`config.mk`:
```
export PLATFORM = sky130hd
export DESIGN_NAME = core5_cpu_oci_dct_packer
export DESIGN_NICKNAME = d
export VERILOG_FILES = /design/src/rtl/core5_cpu_oci_dct_packer.sv
export SDC_FILE = /design/constraint.sdc
export NUM_CORES = 1
export LEC_CHECK = 0
export ABC_AREA = 1
export CORE_ASPECT_RATIO = 1.1
export CORE_MARGIN = 2
export CORE_UTILIZATION = 45
export CTS_BUF_LIST = sky130_fd_sc_hd__clkbuf_8
export CTS_CLUSTER_SIZE = 20
export DETAILED_ROUTE_END_ITERATION = 8
export PLACE_DENSITY = 0.74
export SLEW_MARGIN = 20
export SYNTH_ARGS = -nofsm -noshare
export SYNTH_HDL_FRONTEND = slang
export SYNTH_SLANG_ARGS = --single-unit
```
`constraint.sdc`:
```
create_clock -name clk -period 1.6 [get_ports clk]
set_input_delay 0.16 -clock clk [delete_from_list [all_inputs] [get_ports clk]]
set_output_delay 0.16 -clock clk [all_outputs]
set_load 0.05 [all_outputs]
```
`src/rtl/core5_cpu_oci_dct_packer.sv`:
```
// core5_cpu_oci_dct_packer: packs 2-bit trace atoms into 30-bit DCT frames for the OCI trace FIFO
//   clk, reset_n            : clock, asynchronous active-low reset
//   trace_enable, atom_valid: atom is accepted when both are high
//   atom                    : 2-bit trace atom code
//   flush                   : pulse requesting emission of a partial buffer
//   frame_ready             : downstream accepts frame_data while frame_valid is high
//   dct_buffer, dct_count   : live packing buffer (newest atom in [29:28]) and atoms held
//   frame_valid, frame_data : one-entry output register, {count, buffer}
//   overflow, drop_count    : sticky drop flag and saturating count of dropped atoms
module core5_cpu_oci_dct_packer #(
   parameter int DROP_CNT_W = 8
) (
   input  logic                  clk,
   input  logic                  reset_n,
   input  logic                  trace_enable,
   input  logic                  atom_valid,
   input  logic [1:0]            atom,
   input  logic                  flush,
   input  logic                  frame_ready,
   output logic [29:0]           dct_buffer,
   output logic [3:0]            dct_count,
   output logic                  frame_valid,
   output logic [33:0]           frame_data,
   output logic                  overflow,
   output logic [DROP_CNT_W-1:0] drop_count
);
   logic flush_pending;
   logic accept;
   logic out_free;
   logic full;
   logic emit;
   always_comb begin
      accept   = trace_enable & atom_valid;
      out_free = !frame_valid | frame_ready;
      full     = dct_count == 4'd15;
      emit     = out_free & (full | (flush_pending & (dct_count != 4'd0)));
   end
   always_ff @(posedge clk or negedge reset_n) begin
      if (!reset_n) begin
         dct_buffer    <= '0;
         dct_count     <= '0;
         frame_valid   <= 1'b0;
         frame_data    <= '0;
         overflow      <= 1'b0;
         drop_count    <= '0;
         flush_pending <= 1'b0;
      end else begin
         if (emit) begin
            frame_data  <= {dct_count, dct_buffer};
            frame_valid <= 1'b1;
            dct_buffer  <= accept ? {atom, 28'b0} : '0;
            dct_count   <= accept ? 4'd1 : 4'd0;
         end else begin
            if (frame_ready)
               frame_valid <= 1'b0;
            if (accept && !full) begin
               dct_buffer <= {atom, dct_buffer[29:2]};
               dct_count  <= dct_count + 4'd1;
            end
            if (accept && full) begin
               overflow <= 1'b1;
               if (!(&drop_count))
                  drop_count <= drop_count + 1'b1;
            end
         end
         // a flush only matters if something is (or is about to be) buffered
         flush_pending <= emit ? (flush & accept)
                               : (flush_pending | (flush & (accept | (dct_count != 4'd0))));
      end
   end
endmodule
```
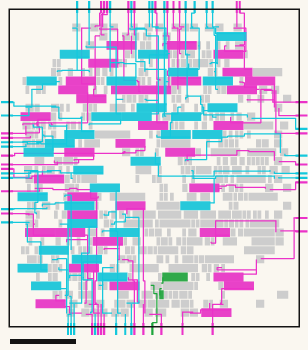
Run 1: wires at chosen ports, followed through buffers
Scale bar: 20 um.
- `dct_buffer`: cyan (bits 30; direction output; end cells 30; buffers 30; wire 1,140 um)
- `frame_data`: magenta (bits 34; direction output; end cells 34; buffers 34; wire 1,020 um)
- `trace_enable`: green (bits 1; direction input; end cells 2; buffers 1; wire 19.9 um)
I/O pin cnt: 86
IO buf count: 85

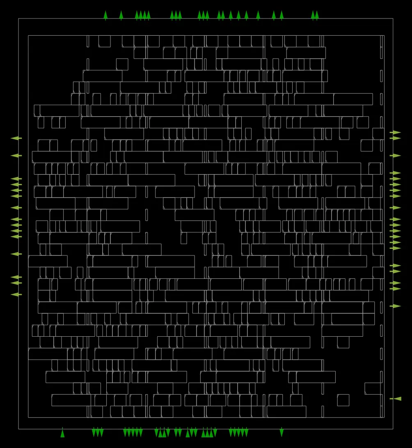
Run 1: placed standard cells
Tap Count: 105
number of fill cells: 693
final std cells w/o fill: 616
row count: 33

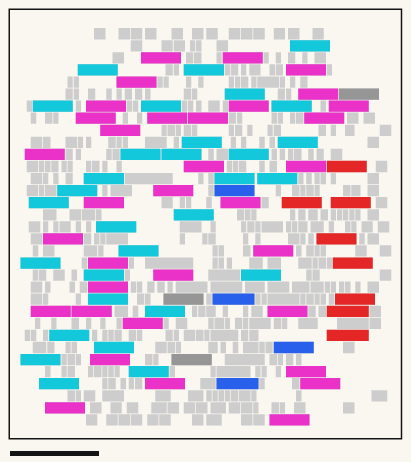
Run 1: register map, names as in the netlist
Scale bar: 20 um.
- `dct_count`: blue (flops 4)
- `drop_count`: red (flops 8; where right middle)
- `frame_data`: magenta (flops 34; where spread over the die)
- `dct_buffer`: cyan (flops 30)
- not coloured: 3
utilization after layout: 0.6077
Reg area: 1982 um2
Seq. pwr: 0.00242 W
Seq area share: 0.4340

==> out/qor.csv, run 1 <==
metric,value,unit
status,"complete, no violations",
max_freq,681.2,MHz
place.gp.congestion,0.7921,
grt_max_degree,43,
hpwl,5324,um
reg2reg_from,dct_count[0],
die_w,88.07,um
cts.sinks,79,
initialDrtViolationCount,166,
warnings,27,
tns,0,ps
peakVddDrop,1124,uV
layout_min_cycle_time,1468,ps
top_area_cell,dfrtp_1,
cp.depth,7,
grt_pass1_vias,2716,
track_usage,0.1919,
antenna_left,0,
switching_share,0.4078,
avgSynthCellArea,8.389,um2
initCoreUtil,0.4655,
crit_start,dct_count[0],
min_path_type,in -> async,
grt_pass1_wl,12650,um
drc,0,
p_leak,2.519,nW
cp_slowest_cell,dfrtp_2,
end_kind,flip-flop,
drtPass1Iterations,4,
synth_flops,79,
slew_viol_final,0,
htree_levels,3,
max_cap_viol_count,0,
reg2reg_depth,7,
ys_cells,417,
max_stage_delay,450,ps
chipHeight,96.48,um
n_antenna_cell,0,
setup_viol,0,
rr_endpoint,flush_pending,
core,7515,um2
wl_per_cell,12.25,um
p_clk_frac,0.250,
syn_area,3498,um2
path_cells,inv_2 -> ha_1 -> nand2_2 -> nand3_4 -> buf_12 -> nor2_1 -> o21ai_0,
worstPathMaxFanout,36,
synth_cell_types,21,
synth.top_cell.area_share,0.5651,
start_kind,flip-flop,
p_clk,0.00160,W
cts.clk_slew.worst_paths,80,ps
chip_area,8496,um2
critical_path_buf_inv_count,2,
num-nets-final,517,
powerDensity,1400,nW/um2
period_used_share,0.9175,
switching_power,0.002608,W
grt_remaining_overflow,0,
fin_worst_skew,10.74,ps
seqPwrFrac,0.378,
via_per_inst,4.666,
worstPathRequired,1850,ps
power.group.top,registers,
drive_above_1_share,0.2368,
comb_cell_power,0.00238,W
run 1: layer usage:
layer,global-route usage,routed length (um)
met4,0.08333,115
met5,0,0
met3,0.03483,299
met2,0.3100,3724
met1,0.2547,3406
run 1: cell families (layout without fill, tap and decap cells):
kind of cell               count (synthesis)  in the layout  synth area share
buffers and inverters                     91            185            0.1112
xor gates and xnor gates                   3              3          0.007512
AOI/OAI and AO/OA                         74             74            0.1112
DFF                                       79             79            0.5651
and+or+nand+nor                          167            167            0.1942
adders and majority gates                  3              3           0.01073
run 1: synthesized netlist by cell type:
| library cell | n |
|---|---|
| a21oi_1 | 2 |
| buf_2 | 5 |
| buf_4 | 1 |
| buf_6 | 5 |
| clkbuf_1 | 6 |
| dfrtp_1 | 79 |
| ha_1 | 3 |
| inv_1 | 74 |
| nand2_1 | 136 |
| nand2_2 | 2 |
| nand3_1 | 9 |
| nand3_2 | 2 |
| nand4_1 | 4 |
| nand4_2 | 1 |
| nor2_1 | 11 |
| nor2_2 | 1 |
| o21ai_0 | 60 |
| o21ai_1 | 7 |
| o21ai_2 | 5 |
| or2_2 | 1 |
| xor2_1 | 3 |
run 1: registers in the layout, indices dropped and copies added (netlist names):
register and count:
frame_data 34, frame_valid 1, dct_count 4, flush_pending 1
drop_count 8, dct_buffer 30, overflow 1
run 1: worst register-to-register path, delay by kind of cell (launching register included):
kind / cells / cell delay, ps
buffers and inverters: 2 / 310
AOI/OAI and AO/OA: 1 / 160
and+or+nand+nor: 3 / 290
DFF: 1 / 450
adders and majority gates: 1 / 170
run 1: final cells by class:
class	count	area, um2	area share
Sequential cell	79	1982	0.4340
Multi-Input combinational cell	247	1169	0.2559
Timing Repair Buffer	95	793.3	0.1737
Inverter	74	277.8	0.06082
Tap cell	105	131.4	0.02877
Clock buffer	9	123.9	0.02712
Clock inverter	7	90.09	0.01973
run 1: what timing repair did:
action / 4_1_cts / 5_1_grt
resized: 0 / 4
setup buffers: 0 / 0
hold endpoints to repair: 56 / 0
endpoints found under the setup margin: 0 / 10
hold buffers: 1 / 0
run 1: per-stage QoR:
step	hold WS (ps)	instance area [um2]	util	setup WS [ps]	power, W
after floorplan	-135.6	3516	-	11.35	0.004182
after global placement	48.97	4327	0.5758	92.76	0.004798
after detailed placement	52.33	4327	0.5758	66.50	0.004831
after CTS	219.7	4551	0.6056	57.66	0.006450
after global routing	242.0	4567	0.6077	23.26	0.006763
final	224.0	4567	0.6077	132.0	0.006395
run 1: cell usage in the layout (no fill, tap or decap), types with 4 or more instances in the layout:
| cell type | Yosys | routed |
|---|---|---|
| o21ai_2 | 5 | 5 |
| dfrtp_1 | 79 | 75 |
| dfrtp_2 | 0 | 4 |
| clkbuf_8 | 0 | 9 |
| nand4_1 | 4 | 4 |
| nor2_1 | 11 | 11 |
| nand3_1 | 9 | 9 |
| buf_4 | 1 | 83 |
| nand2_1 | 136 | 135 |
| buf_12 | 0 | 5 |
| o21ai_1 | 7 | 8 |
| clkdlybuf4s50_1 | 0 | 6 |
| inv_1 | 74 | 75 |
| o21ai_0 | 60 | 59 |
Run 1, placement density heat map:
Scale bar: 20 um. The die is cut into 9 by 10 equal tiles; white is low, dark blue is high, 0 to 100% covered.
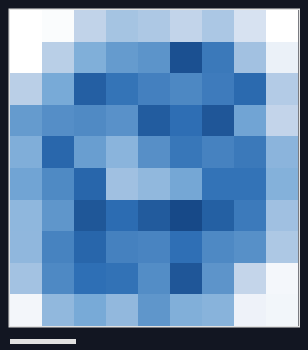

==> run 2, diff against run 1 <==
--- a/config.mk
+++ b/config.mk
@@ -8,11 +8,10 @@
 export ABC_AREA = 1
 export CORE_ASPECT_RATIO = 1.1
 export CORE_MARGIN = 2
-export CORE_UTILIZATION = 45
+export CORE_UTILIZATION = 35
 export CTS_BUF_LIST = sky130_fd_sc_hd__clkbuf_8
 export CTS_CLUSTER_SIZE = 20
 export DETAILED_ROUTE_END_ITERATION = 8
-export PLACE_DENSITY = 0.74
 export SLEW_MARGIN = 20
 export SYNTH_ARGS = -nofsm -noshare
 export SYNTH_HDL_FRONTEND = slang
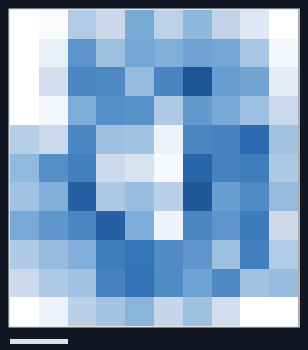
Run 2: placement density heat map
Scale bar: 20 um. The die is cut into 10 by 11 equal tiles; white is low, dark blue is high, 0 to 100% covered.
- mean over tiles: 42%
- nearly empty tiles: 7.3%
- fullest tile: 85%
- emptiest ninth of the die: top left
- tiles over 75% full: 5.5%
utilization after layout: 0.4739
initial core utilization: 0.3572
core footprint: 9794 um2

==> run 2 against run 1 <==
Against the previous run:
- critical path depth unchanged
- flip-flop count unchanged
- cell count increased by 3.2%
- combinational power increased by 8%
- synthesized cell count unchanged
- clock power increased by 6%
- utilization decreased by 13 points
- worst setup slack got worse by 33 ps
- clock skew increased by 1.5 ps
==> out/qor.csv, run 2 <==
metric,value,unit
wl_per_cell,12.50,um
path_cells,ha_4 -> nand3_2 -> nand2_2 -> nand3_4 -> buf_6 -> nand2_1 -> o21ai_0,
fin_ws,99.03,ps
track_usage,0.1488,
setup_viol,0,
synth-async-reset-ratio,1.000,
max_stage_delay,430,ps
layout_top_cell,nand2_1,
syn_nets,428,
synth_flops,79,
place_area,4328,um2
worstPathRequired,1830,ps
warnings,27,
place_ws,-50.24,ps
drive_above_1_share,0.2500,
drc,0,
cts.sinks,79,
status,"complete, no violations",
top_regs,"frame_data (34), dct_buffer (30), drop_count (8)",
rows,38,
ys_top_cells_by_count,"136 x nand2_1, 79 x dfrtp_1, 74 x inv_1",
grt_pass1_vias,2705,
synth.top_cell.area_share,0.5651,
num-nets-final,522,
critPathKind,reg -> reg,
root_buffer,clkbuf_8,
antenna_left,0,
fin_worst_skew,12.23,ps
p_leak,2.537,nW
layout_min_cycle_time,1501,ps
syn_area,3498,um2
ff_type,dfrtp_1,
n_antenna_cell,0,
max_freq,666.2,MHz
cp_top_family,simple AND/OR/NAND/NOR gates,
peakVddDrop,1008,uV
regMostFlops,frame_data,
cts.clk_slew.worst_paths,90,ps
lay_top_cells,"135 x nand2_1, 87 x buf_4, 75 x dfrtp_1, 73 x inv_1, 59 x o21ai_0",
top_cell,nand2_1,
cts_made_buffers,9,
grt_remaining_overflow,0,
initialDrtViolationCount,93,
drtPass1Iterations,4,
end_kind,flip-flop,
max_cap_viol_count,0,
holdWs,263.8,ps
period_used_share,0.9381,
n_fill_cell,969,
slew_viol_final,0,
ys_cells,417,
tns,0,ps
synth_cell_types,21,
start_kind,flip-flop,
min_path_type,in -> async,
critical_path_buf_inv_count,1,
top_area_cell,dfrtp_1,
cp.arrival,1730,ps
grt_max_degree,44,
ios,86,
synth_warnings,0,
avgSynthCellArea,8.389,um2
htree_levels,3,
powerDensity,1441,nW/um2
synth-edff-count,0,
antenna_found_initial,0,
chip_area,10810,um2
die_w,99.33,um
largest_reg_flops,34,
io_buffer_count,85,
via_per_inst,4.500,
chipHeight,108.9,um
design_area,4642,um2
grt_pass1_wl,12770,um
cp_slowest_cell,dfrtp_2,
hpwl,5434,um
worstPathMaxFanout,26,
place.gp.congestion,0.7601,
clk_latency,350,ps
## run 2: cell counts after synthesis
Identical to the previous run, type by type.
## run 2: per-layer routing
layer	up-vias	part of all wire	track usage
li1	1465	-	-
met1	1317	0.46	0.1875
met2	70	0.47	0.2399
met3	10	0.060	0.04038
met4	0	0.017	0.06751
met5	-	0	0
## run 2: worst paths after layout
| kind | startpoint | end | slack (ps) | cells past startpoint |
|---|---|---|---|---|
| hold / removal | reset_n | frame_data[8] | 260 | 2 |
| min in group clk | atom[1] | dct_buffer[29] | 370 | 3 |
| max in group asynchronous | reset_n | frame_data[11] | 700 | 3 |
| setup reg to reg | dct_count[0] | frame_data[25] | 100 | 7 |
| setup / recovery | dct_count[0] | frame_data[25] | 100 | 7 |
| hold reg to reg | frame_data[0] | frame_data[0] | 490 | 2 |
## run 2: timing repair
item / 4_1_cts / 5_1_grt
endpoints found under the setup margin: 7 / 22
cloned: 0 / 2
pin swaps: 0 / 1
setup buffers: 0 / 2
hold buffers: 1 / 0
resized: 3 / 3
hold endpoints to repair: 27 / 0
## run 2: worst register-to-register path: stages (launching register included)
cell and delay (ps):
dfrtp_2 430, ha_4 170, nand3_2 90, nand2_2 140
nand3_4 170, buf_6 220, nand2_1 70, o21ai_0 80
## run 2: final cells by class
class | instances | area (um2) | share of cell area
inverter | 74 | 277.8 | 0.05984
clock inverter | 6 | 93.84 | 0.02022
clock buffer | 10 | 137.6 | 0.02965
timing repair buffer | 99 | 819.5 | 0.1765
sequential | 79 | 1982 | 0.4270
tap | 120 | 150.1 | 0.03235
multi-input combinational | 248 | 1181 | 0.2544
## run 2: power breakdown
part | leakage [nW] | internal [W] | switching [W]
clock | 0.113 | 0.000929 | 0.000766
combinational | 1.34 | 0.000793 | 0.00177
sequential | 1.08 | 0.00222 | 0.000202
total | 2.54 | 0.00395 | 0.00274
## run 2: cell families after synthesis
group | Yosys count | synth area share
fa+ha+maj | 3 | 0.01073
xor+xnor | 3 | 0.007512
simple gates | 167 | 0.1942
buf+inv | 91 | 0.1112
flops | 79 | 0.5651
compound gates | 74 | 0.1112
## run 2: stage by stage
stage | total power, W | instances
floorplan | 0.004182 | 417
global placement | 0.004802 | 615
detailed placement | 0.004831 | 615
CTS | 0.006563 | 632
global route | 0.007088 | 636
finish | 0.006688 | 636
Power is estimated from default activity; no workload was simulated.
